==> config.mk <==
export PLATFORM = sky130hd
export DESIGN_NAME = pipeline_sequencer
export DESIGN_NICKNAME = d
export VERILOG_FILES = /design/src/rtl/pipeline_sequencer.sv
export SDC_FILE = /design/constraint.sdc
export NUM_CORES = 1
export LEC_CHECK = 0
export CAP_MARGIN = 20
export CELL_PAD_IN_SITES_DETAIL_PLACEMENT = 0
export CELL_PAD_IN_SITES_GLOBAL_PLACEMENT = 1
export CORE_MARGIN = 5
export CORE_UTILIZATION = 40
export CTS_CLUSTER_DIAMETER = 40
export DETAILED_ROUTE_END_ITERATION = 8
export DONT_BUFFER_PORTS = 1
export GPL_TIMING_DRIVEN = 0
export PLACE_DENSITY = 0.68
export SLEW_MARGIN = 20
export SYNTH_ARGS = -nofsm -noshare
export SYNTH_HDL_FRONTEND = slang
export SYNTH_SLANG_ARGS = --single-unit
==> constraint.sdc <==
create_clock -name clk -period 2.6 [get_ports clk]
set_clock_uncertainty 0.05 [all_clocks]
set_input_delay 0.52 -clock clk [delete_from_list [all_inputs] [get_ports clk]]
set_output_delay 0.52 -clock clk [all_outputs]
set_load 0.005 [all_outputs]
==> src/rtl/pipeline_sequencer.sv <==
// -----------------------------------------------------------------------------
// pipeline_sequencer
//   Hazard and stall sequencer for a 5-stage MIPS pipeline. It drives the load
//   enables and flushes of PC, IF/ID, ID/EX and EX/MEM. It resolves three cases:
//     - load-use hazards, with a one-cycle bubble;
//     - taken branches resolved in MEM, by flushing the three younger slots;
//     - data-memory busy, by freezing the front of the pipeline.
//   It also keeps saturating performance counters and a sticky watchdog flag
//   that fires when a freeze lasts too long.
//
// Ports
//   clk, reset        rising-edge clock, asynchronous active-high reset
//   id_rs, id_rt      source register fields of the instruction in ID
//   id_uses_rt        ID instruction actually reads rt
//   ex_memread, ex_rt load in EX and its destination register
//   mem_branch_taken  taken branch resolved in MEM
//   mem_stall         data memory busy
//   pc_write .. exmem_flush  combinational pipeline-register controls
//   freeze_timeout    sticky watchdog error
//   stall_cycles      saturating count of cycles with pc_write = 0
//   flush_events      saturating count of taken-branch flushes
// -----------------------------------------------------------------------------
module pipeline_sequencer #(
  parameter int REG_W      = 5,
  parameter int CNT_W      = 16,
  parameter int MAX_FREEZE = 64
) (
  input  logic             clk,
  input  logic             reset,
  input  logic [REG_W-1:0] id_rs,
  input  logic [REG_W-1:0] id_rt,
  input  logic             id_uses_rt,
  input  logic             ex_memread,
  input  logic [REG_W-1:0] ex_rt,
  input  logic             mem_branch_taken,
  input  logic             mem_stall,
  output logic             pc_write,
  output logic             ifid_write,
  output logic             ifid_flush,
  output logic             idex_write,
  output logic             idex_flush,
  output logic             exmem_write,
  output logic             exmem_flush,
  output logic             freeze_timeout,
  output logic [CNT_W-1:0] stall_cycles,
  output logic [CNT_W-1:0] flush_events
);

  typedef enum logic [1:0] {RUN, LOADUSE, FREEZE} state_t;

  // The freeze counter saturates at MAX_FREEZE, so it needs one extra code.
  localparam int             FW        = $clog2(MAX_FREEZE + 1);
  localparam logic [FW-1:0]  FRZ_MAX   = FW'(MAX_FREEZE);
  localparam logic [FW-1:0]  FRZ_LAST  = FW'(MAX_FREEZE - 1);
  localparam logic [CNT_W-1:0] CNT_MAX = {CNT_W{1'b1}};

  state_t           state_q, state_d;
  logic [FW-1:0]    freeze_cnt_q, freeze_cnt_d;
  logic [CNT_W-1:0] stall_cnt_q, stall_cnt_d;
  logic [CNT_W-1:0] flush_cnt_q, flush_cnt_d;
  logic             timeout_q, timeout_d;
  logic             hz;
  logic             branch_act;

  // Register $0 is hard-wired to zero, so a load that targets it is harmless.
  assign hz = ex_memread && (ex_rt != '0) &&
              ((ex_rt == id_rs) || (id_uses_rt && (ex_rt == id_rt)));

  // Control outputs and next state. Priority: stall > branch > hazard.
  always_comb begin
    pc_write    = 1'b1;
    ifid_write  = 1'b1;
    ifid_flush  = 1'b0;
    idex_write  = 1'b1;
    idex_flush  = 1'b0;
    exmem_write = 1'b1;
    exmem_flush = 1'b0;
    branch_act  = 1'b0;
    state_d     = RUN;
    if (reset) begin
      state_d = RUN;
    end else if (mem_stall) begin
      pc_write    = 1'b0;
      ifid_write  = 1'b0;
      idex_write  = 1'b0;
      exmem_write = 1'b0;
      state_d     = FREEZE;
    end else if (mem_branch_taken) begin
      ifid_flush  = 1'b1;
      idex_flush  = 1'b1;
      exmem_flush = 1'b1;
      branch_act  = 1'b1;
    end else if (hz && (state_q != LOADUSE)) begin
      // In LOADUSE the bubble already sits in EX, so the hazard is resolved.
      pc_write    = 1'b0;
      ifid_write  = 1'b0;
      idex_flush  = 1'b1;
      state_d     = LOADUSE;
    end
  end

  always_comb begin
    stall_cnt_d  = stall_cnt_q;
    flush_cnt_d  = flush_cnt_q;
    freeze_cnt_d = '0;
    timeout_d    = timeout_q;
    if (!pc_write && (stall_cnt_q != CNT_MAX)) begin
      stall_cnt_d = stall_cnt_q + CNT_W'(1);
    end
    if (branch_act && (flush_cnt_q != CNT_MAX)) begin
      flush_cnt_d = flush_cnt_q + CNT_W'(1);
    end
    if (mem_stall) begin
      freeze_cnt_d = (freeze_cnt_q == FRZ_MAX) ? freeze_cnt_q : freeze_cnt_q + FW'(1);
      // Fires on the edge that ends the MAX_FREEZE-th consecutive stall cycle.
      if (freeze_cnt_q >= FRZ_LAST) begin
        timeout_d = 1'b1;
      end
    end
  end

  always_ff @(posedge clk or posedge reset) begin
    if (reset) begin
      state_q      <= RUN;
      freeze_cnt_q <= '0;
      stall_cnt_q  <= '0;
      flush_cnt_q  <= '0;
      timeout_q    <= 1'b0;
    end else begin
      state_q      <= state_d;
      freeze_cnt_q <= freeze_cnt_d;
      stall_cnt_q  <= stall_cnt_d;
      flush_cnt_q  <= flush_cnt_d;
      timeout_q    <= timeout_d;
    end
  end

  assign freeze_timeout = timeout_q;
  assign stall_cycles   = stall_cnt_q;
  assign flush_events   = flush_cnt_q;

endmodule

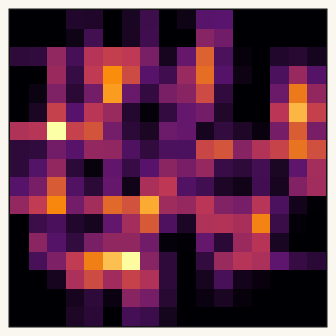
*Signal metal coverage by tile*
17 x 17 tiles, from black (low) to pale yellow (high), scaled to the fullest tile. Values are wire area over tile area, all layers added.
densest ninth of the die: west
fullest tile: 0.46
mean over tiles: 0.11
nearly empty tiles: 25%
WL/cell: 16.0 µm
Vias: 1515
GRT Total Usage: 13.5%
Routed Wire Length: 4450 µm

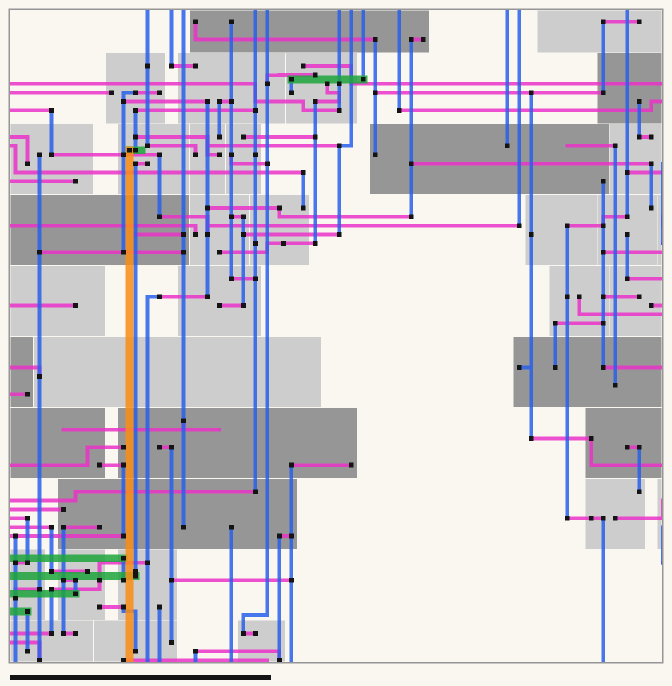
*Zoomed window*
Bar = 10 µm. Window x 29 to 54, y 12 to 37 µm. Cells in gray, sequential cells in the stronger gray; small squares are vias.
| color | layer |
|---|---|
| magenta | metal 1 |
| green | metal 3 |
| orange | metal 4 |
| blue | metal 2 |
netlist names of flops here include: stall_cycles (4), freeze_cnt_q (2)
most frequent: dfrtp_1 (6), xnor2_1 (5), nand4_1 (4)
sequential cells in the window: 6
cells with their middle in the window: 31

==> qor.csv <==
stage,metric,value,unit
pwr,p_seq,0.890,mW
flow_run,warnings,27,
critical_path,reg2reg_slack,0.12,ns
place,pre_cts_ws,-0.214,ns
routing,drt_iter0_markers,72,
synthesis,fa_ha_area_share,2.34,%
critical_path,cp_slowest_stage_delay,0.45,ns
cts,cts_hold_buf,0,
finish,final_cell_mix,"dfrtp_1 (42), xnor2_1 (25), nand3_1 (17), xor2_1 (15), nand2_1 (13)",
floorplan,fp_util,41.6,%
cts,cts_tree,done,
place,hpwl,3380,µm
synthesis,edf_count,0,
sta,tightest_slew,0.566,ns
pwr,power_density,684,nW/µm²
synthesis,yosys_warnings,0,
sta,fin_tns_setup,0,ns
synthesis,yosysChipArea,2140,µm²
synthesis,ff_type,dfrtp_1,
critical_path,criticalPathCategory,flip-flop to flip-flop,
floorplan,die_h,83.1,µm
cts,clock_sinks,42,
synthesis,synthMuxAreaShare,2.05,%
synthesis,synthTopCellsByCount,"dfrtp_1 (42), xnor2_1 (25), nand3_1 (17)",
sta,layout_setup_ws,0.118,ns
synthesis,ys_types,37,
synthesis,topCombFamilyByArea,simple AND/OR/NAND/NOR gates,
cts,h-tree-depth,2,
place,numPortBuffers,0,
pwr,pwr-share-comb,13.5,%
pwr,p_int,1.14,mW
critical_path,critPathMaxFanout,6,
sta,max_freq,403,MHz
cts,cts_made_buffers,5,
sta,post-route-period-util,95.5,%
routing,ant_nets,0,
cts,root_buffer,clkbuf_8,
critical_path,cp-start-kind,flip-flop,
sta,rsz0062_at_grt,no,
critical_path,crit_slowest_cell,dfrtp_1,
pwr,power-top-group,sequential cells,
critical_path,endpoint,stall_cycles[1],
critical_path,reg2reg_from,stall_cycles[0],
synthesis,synth.most_common_cell,dfrtp_1,
grt,grt_pass1_wl,7640,µm
sta,final_hold_viol_count,0,
critical_path,path_depth,8,
critical_path,crit_path_start,stall_cycles[0],
synthesis,synth.top_cell.area_share,49.2,%
pwr,p_comb,0.218,mW
sta,relSlewSlack,62.3,%
floorplan,dieArea,6910,µm²
finish,n_antenna_cell,0,
pwr,max-vdd-ir-drop,0.528,mV
pwr,clkPwrFrac,31.4,%
cts,clockBufferDepth,2,
synthesis,simple_gate_share,21.3,%
floorplan,io_pins,61,
critical_path,r2r_end,stall_cycles[1],
sta,slew_violations,0,
finish,areaGrowthSynthToFinish,10.6,%
grt,antenna_found_initial,0,
critical_path,endpoint_kind,flip-flop,
grt,grt_pass1_vias,1506,
place,dpl_cell_area,2230,µm²
synthesis,yosys.area_share.aoi,5.62,%
critical_path,arrival,2.61,ns
critical_path,required,2.73,ns
place,gp_congestion,0.813,
finish,nets,233,
synthesis,xor_area_share,16.4,%
floorplan,num_rows,26,
critical_path,reg2reg_depth,8,
synthesis,synth.avg_cell_area,10.7,µm²
cts,cts_resized,1,
critical_path,cp.buffers_inverters,2,
sta,finalSetupViolations,0,
routing,drt-pass1-iter-count,4,
routing,via_per_inst,5.43,
run_status,status,"finished, final reports clean",
place,dpl.cell_count,269,
synthesis,ys_seq_share,49.2,%
sta,holdWs,0.0608,ns
floorplan,die_w,83.1,µm
critical_path,crit_family,simple AND/OR/NAND/NOR gates,
grt,grt_max_degree,23,
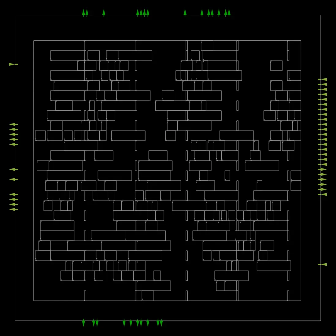
*Placement view*
final core utilization: 46.0%
Flops: 42
Core Area: 5140 µm²
Filler Cell Count: 507

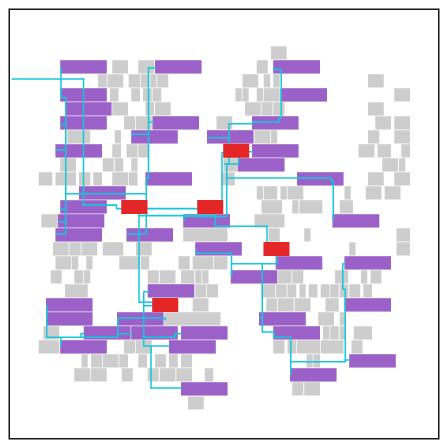
*Clock distribution*
[cyan] clock wires | length: 488 µm
[purple] flip-flops | count: 42
[red] clock drivers | count: 5
routed clock nets: 6

[flip-flops by register name (all words and copies together) (netlist names)]
signal and flops:
flush_events 16, stall_cycles 16, state_q 2, freeze_timeout 1
freeze_cnt_q 7
[final cells by class]
class,count,area (µm²)
Timing Repair Buffer,1,7.51
Multi-Input combinational cell,146,1030
Fill cell,507,2780
Sequential cell,42,1050
Buffer,5,45.0
Clock inverter,3,45.0
Inverter,6,26.3
Timing Repair inverter,1,7.51
Clock buffer,5,68.8
Tap cell,70,87.6
[per-layer routing]
layer | global-route usage [%] | up-vias | part of all wire [%]
met2 | 20.9 | 61 | 47
met3 | 5.94 | 4 | 8.8
met1 | 16.8 | 738 | 43
li1 | - | 712 | -
met5 | 0 | - | 0
met4 | 4.90 | 0 | 1.1
No activity file was given, so power comes from the tool's default toggle rates.
